## src/rtl/jump_ctrl.sv

```systemverilog
// jump_ctrl -- PC redirect sequencer for taken branches/jumps and traps.
// A request captured in IDLE is presented to fetch in REDIRECT until fetch
// accepts it (and no bus hold is pending), then the front-end stages are
// flushed for FLUSH_CYCLES cycles before the block returns to IDLE.
// Optional feature: define JUMP_CTRL_INT_EN to add interrupt arbitration
// (interrupt beats jump, return address capture, one-cycle acknowledge).
// Without it int_req_i/int_addr_i are ignored and int_ack_o/int_epc_o are 0.

`ifndef ADDR_WIDTH
`define ADDR_WIDTH 32
`endif

module jump_ctrl #(
  parameter int unsigned FLUSH_CYCLES = 2  // legal range 1..7
) (
  input  logic                   clk_i,
  input  logic                   rst_i,
  input  logic                   jump_we_i,
  input  logic [`ADDR_WIDTH-1:0] jump_addr_i,
  input  logic [`ADDR_WIDTH-1:0] exe_pc_i,
  input  logic                   int_req_i,
  input  logic [`ADDR_WIDTH-1:0] int_addr_i,
  input  logic                   hold_req_i,
  input  logic                   fetch_ready_i,
  output logic                   pc_we_o,
  output logic [`ADDR_WIDTH-1:0] pc_addr_o,
  output logic                   flush_o,
  output logic                   hold_o,
  output logic                   int_ack_o,
  output logic [`ADDR_WIDTH-1:0] int_epc_o
);

  localparam int unsigned AW       = `ADDR_WIDTH;
  localparam logic [2:0]  CNT_INIT = 3'(FLUSH_CYCLES - 1);

  typedef enum logic [1:0] {
    IDLE     = 2'd0,
    REDIRECT = 2'd1,
    FLUSH    = 2'd2
  } state_t;

  state_t          state_q, state_nxt;
  logic [2:0]      cnt_q, cnt_nxt;
  logic            pc_we_nxt;
  logic            flush_nxt;
  logic [AW-1:0]   pc_addr_nxt;

`ifdef JUMP_CTRL_INT_EN
  logic            int_ack_nxt;
  logic [AW-1:0]   int_epc_nxt;
`else
  // Interrupt inputs (and the execute PC, only needed for the return
  // address) have no function in a jump-only build.
  logic            unused_int;
  assign unused_int = ^{int_req_i, int_addr_i, exe_pc_i};
  assign int_ack_o  = 1'b0;
  assign int_epc_o  = '0;
`endif

  // Stall the pipeline on a bus hold, except while a redirect is being
  // presented: the redirect itself already waits for the hold to clear.
  assign hold_o = hold_req_i && !rst_i && (state_q != REDIRECT);

  // Next-state, next-counter and next-value of every registered output.
  always_comb begin
    // NOTE: every variable gets a default before the case so that no path
    // leaves one unassigned, which would otherwise infer a latch.
    state_nxt   = state_q;
    cnt_nxt     = cnt_q;
    pc_addr_nxt = pc_addr_o;
`ifdef JUMP_CTRL_INT_EN
    int_ack_nxt = 1'b0;
    int_epc_nxt = int_epc_o;
`endif

    case (state_q)
      IDLE: begin
`ifdef JUMP_CTRL_INT_EN
        // A trap wins; a jump in the same cycle is dropped but its target is
        // where execution would have resumed, so it becomes the return address.
        if (int_req_i) begin
          state_nxt   = REDIRECT;
          pc_addr_nxt = int_addr_i;
          int_ack_nxt = 1'b1;
          int_epc_nxt = jump_we_i ? jump_addr_i : exe_pc_i;
        end else
`endif
        if (jump_we_i) begin
          state_nxt   = REDIRECT;
          pc_addr_nxt = jump_addr_i;
        end
      end

      REDIRECT: begin
        if (fetch_ready_i && !hold_req_i) begin
          state_nxt = FLUSH;
          cnt_nxt   = CNT_INIT;
        end
      end

      FLUSH: begin
        // The counter keeps running through a hold: flushed stages carry
        // nothing worth waiting for.
        if (cnt_q == 3'd0) begin
          state_nxt = IDLE;
        end else begin
          cnt_nxt = cnt_q - 3'd1;
        end
      end

      default: begin
        state_nxt = IDLE;
        cnt_nxt   = 3'd0;
      end
    endcase

    pc_we_nxt = (state_nxt == REDIRECT);
    flush_nxt = (state_nxt != IDLE);
  end

  // State, counter and registered outputs; synchronous reset aborts any
  // redirect or flush in progress.
  always_ff @(posedge clk_i) begin
    // NOTE: non-blocking assignments so every register samples the values
    // that existed before this edge, independent of statement order.
    if (rst_i) begin
      state_q   <= IDLE;
      cnt_q     <= 3'd0;
      pc_we_o   <= 1'b0;
      flush_o   <= 1'b0;
      pc_addr_o <= '0;
`ifdef JUMP_CTRL_INT_EN
      int_ack_o <= 1'b0;
      int_epc_o <= '0;
`endif
    end else begin
      state_q   <= state_nxt;
      cnt_q     <= cnt_nxt;
      pc_we_o   <= pc_we_nxt;
      flush_o   <= flush_nxt;
      pc_addr_o <= pc_addr_nxt;
`ifdef JUMP_CTRL_INT_EN
      int_ack_o <= int_ack_nxt;
      int_epc_o <= int_epc_nxt;
`endif
    end
  end

endmodule

```

## config.mk

```make
export PLATFORM = sky130hd
export DESIGN_NAME = jump_ctrl
export DESIGN_NICKNAME = d
export VERILOG_FILES = /design/src/rtl/jump_ctrl.sv
export SDC_FILE = /design/constraint.sdc
export NUM_CORES = 1
export LEC_CHECK = 0
export CORE_UTILIZATION = 33
export DETAILED_ROUTE_END_ITERATION = 8
export HOLD_SLACK_MARGIN = 0.05
export PLACE_DENSITY_LB_ADDON = 0.15
export RECOVER_POWER = 50
export SLEW_MARGIN = 30
export SYNTH_ARGS = -nofsm -noshare
export SYNTH_HDL_FRONTEND = slang
export SYNTH_SLANG_ARGS = --single-unit
```

## constraint.sdc

```tcl
create_clock -name clk_i -period 3.3 [get_ports clk_i]
set_input_delay 0.33 -clock clk_i [delete_from_list [all_inputs] [get_ports clk_i]]
set_output_delay 0.33 -clock clk_i [all_outputs]
set_load 0.01 [all_outputs]
```

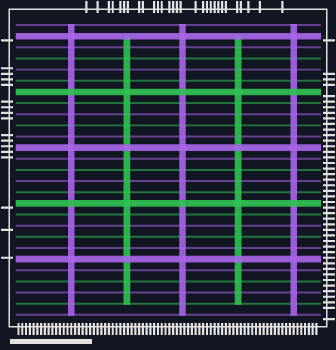
(PDN straps and rails)
Bar = 20 µm. Pins as bars on the die edge.
legend:
  green:
    net: VDD
  purple:
    net: VSS
met4 straps: 5
met5 straps: 5
Die Ht: 77.11 µm
area of the core: 5270 µm²

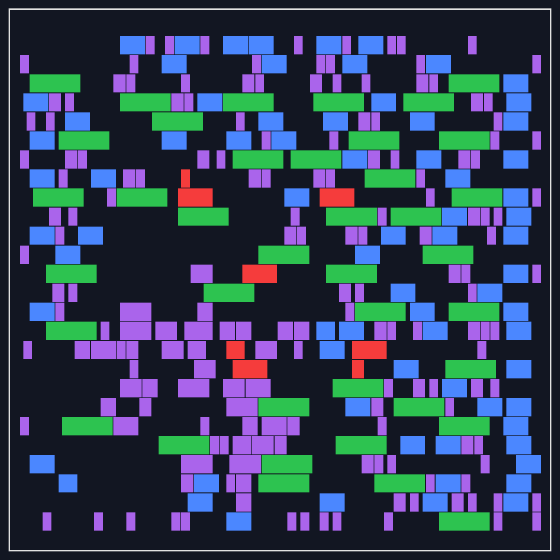
(placed cells, one colour a class)
legend:
  blue:
    class: other buffers and delay cells
    cells: 73
  green:
    class: flip-flops
    cells: 39
  red:
    class: clock drivers and dummy loads
    cells: 8
  purple:
    class: all other logic
    cells: 174

==> notes.md <==
Main metrics from the flow reports.

The highest clock frequency the design can meet came out at about 470 MHz. Summing the areas of all fa, ha and maj instances in the mapped netlist gives around 4% of the synthesized area. The internal power consumption is 0.7681 mW. The maximum buffer depth of the clock tree came out at 2.

The number of gates resized after cts came out at 0. STA classifies the critical path endpoint as an output port. The signal on the critical path passes through inv_1, ha_1, nor3_1, clkdlybuf4s50_1. The post-route antenna net violation count is 0. The number of diodes is 0. The power share of the sequential group is 48.0%.

The max-cap violation count is 0. The overall via count from detail_route is 1557. The count of routing violations after the opening detailed-route iteration is roughly 50. The count of hold buffers inserted by post-cts repair came out at 0. The post-detailed-placement half-perimeter wirelength came out at 2688 µm.

Hold analysis shows the worst path with a depth of 2. The total power is ~1.1 mW. The clock net sink count is 39.

The power per cell area is between 400 and 500 nW/µm². The sequential cell area in the final layout is 780.7 µm². The most common logic cell in the final layout is nand2_1. On the final layout, the worst hold slack is 0.4509 ns.

The all-layer global routing usage came out at approximately 14%. The number of antenna violations at the first check in global routing was 0. The post-route netlist has between 4 and 5% of its cells at a drive strength greater than 1. The count of buffers added on input and output ports is 71. The total grt overflow is 0. The worst setup path is launched from a flip-flop. The number of different library cells in the post-synthesis netlist is 35.

Checking max transition, the worst relative margin is 55.46%. The dominant kind of combinational cell is simple AND/OR/NAND/NOR gates. The overall die size recorded for this design is 5946 µm². Per the OpenROAD power report, leakage power amounts to 1.099 nW.

The cell area after synthesis came out at 1862 µm². The final-layout fill cell count is 556. The post-route core utilization came out at 48.17%.

The arrival time of the worst setup path came out at 1.80 ns. The worst reg-to-reg path cell count came out at 5. The met1 track utilization from global routing is between 15 and 20%. The core utilization before placement is 35.33%. The final net count came out at 401.

The ratio of routed vias to standard cells is roughly 4.3. Yosys reports a chip area of 1862 µm². Post-CTS timing repair inserted 0 buffers for setup. The final estimated routing congestion in global placement is just under 0.8.

The worst setup path is of the flip-flop to output port kind. In this run the tools logged warnings totalling 95. The run finished with clean final reports. The placed cell count came out at 356. The total wire length is 4012 µm.
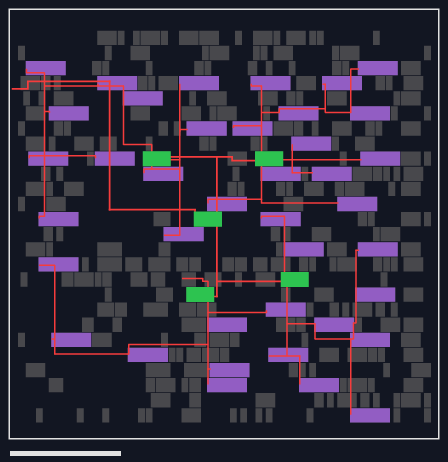
(clock wires, drivers and flops)
Bar = 20 µm.
legend:
  green:
    item: cells driving clock nets
    count: 5
  purple:
    item: flip-flops
    count: 39
  red:
    item: clock wires
    length: 528 µm
flops lie: all over the die
routed clock nets: 6
clock latency on the worst-skew pair: 0.29 ns
clock group total power: 0.318 mW
skew final: 0.008217 ns
clock share of power: 29.5%

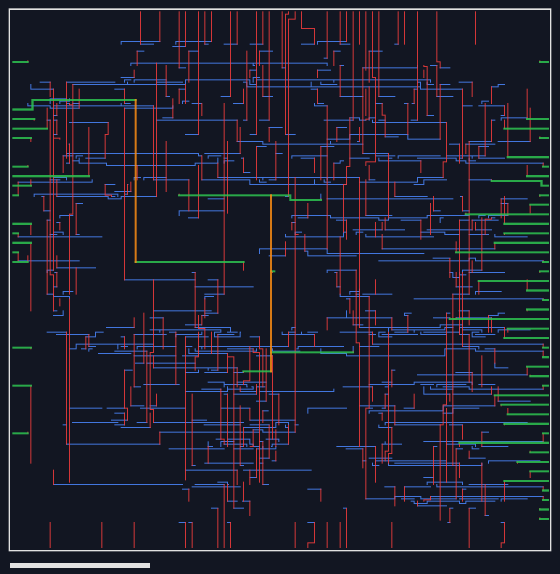
(routed metal, one colour a layer)
Bar = 20 µm.
legend:
  blue:
    layer: met1
    wire_length: 1930 µm
  orange:
    layer: met4
    wire_length: 48.3 µm
  red:
    layer: met2
    wire_length: 1730 µm
  green:
    layer: met3
    wire_length: 304 µm

==> worst paths after layout <==
| kind | start | slack, ns | endpoint |
|---|---|---|---|
| hold reg to reg | pc_addr_o[24]$_SDFFE_PP0P_ | 0.45 | pc_addr_o[24]$_SDFFE_PP0P_ |
| hold / removal | pc_addr_o[24]$_SDFFE_PP0P_ | 0.45 | pc_addr_o[24]$_SDFFE_PP0P_ |
| setup reg to reg | state_q[0]$_SDFF_PP0_ | 1.55 | flush_o$_SDFF_PP0_ |
| setup / recovery | state_q[1]$_SDFF_PP0_ | 1.17 | hold_o |
==> cell type report <==
cell class                      count  share of cell area, %
Multi-Input combinational cell    168                  32.97
Clock inverter                      2                 0.4929
Clock buffer                        6                  2.859
Timing Repair Buffer               73                  28.59
Inverter                            6                 0.8871
Sequential cell                    39                  30.75
Tap cell                           70                  3.450
==> layer usage <==
metal	up-vias	routed length, µm
met2	65	1727
met5	-	0
met4	0	48
met1	684	1933
met3	6	304
li1	802	-
==> cell usage after synthesis <==
library cell | number | area share [%]
nand2_2 | 1 | 0.34
nand2b_1 | 4 | 1.3
mux2i_1 | 2 | 1.1
nor2b_1 | 2 | 0.67
nand2_1 | 64 | 13
conb_1 | 1 | 0.20
a221oi_1 | 1 | 0.47
a2111o_1 | 1 | 0.60
nor2b_2 | 1 | 0.47
nor2_1 | 2 | 0.40
a21o_1 | 1 | 0.40
a221o_1 | 1 | 0.54
a211oi_1 | 1 | 0.40
a221oi_2 | 2 | 1.6
ha_1 | 6 | 4.0
clkbuf_8 | 2 | 1.5
nor3_1 | 2 | 0.54
inv_1 | 6 | 1.2
o311a_1 | 1 | 0.54
o32ai_1 | 1 | 0.47
dfxtp_1 | 39 | 42
buf_6 | 1 | 0.60
a31oi_1 | 1 | 0.34
or2_1 | 1 | 0.34
o22ai_1 | 1 | 0.34
and2_1 | 1 | 0.34
or2b_2 | 1 | 0.47
buf_2 | 4 | 1.1
o21ai_0 | 1 | 0.27
buf_4 | 33 | 13
nand4b_1 | 1 | 0.47
a21oi_1 | 33 | 8.9
nand3_1 | 1 | 0.27
clkbuf_1 | 6 | 1.2
and3b_1 | 1 | 0.47
==> logic make-up (layout without fill, tap and decap cells) <==
family / after synthesis / after routing
AOI/OAI and AO/OA: 45 / 45
adders and majority gates: 6 / 6
buffers and inverters: 52 / 87
DFF: 39 / 39
muxes: 2 / 2
other: 1 / 33
and+or+nand+nor: 82 / 82
==> flip-flops by register name, indices dropped and copies added, names as in the netlist <==
signal and flops:
cnt_q 3, state_q 2, pc_addr_o 32, flush_o 1, pc_we_o 1
==> critical path: cells and delay by family, from the launching register on <==
kind	cells	cell delay (ns)
flops	1	0.39
buf+inv	2	0.64
fa+ha+maj	1	0.29
simple gates	1	0.20
==> power by group through the flow <==
stage	Clock (mW)	Combinational (mW)	Sequential, mW
5_1_grt	0.354	0.268	0.523
6_report	0.318	0.242	0.518
4_1_cts	0.332	0.260	0.520
3_3_place_gp	0	0.258	0.530
3_5_place_dp	0	0.259	0.531
2_1_floorplan	0	0.151	0.546
Power and IR drop assume default switching activity.
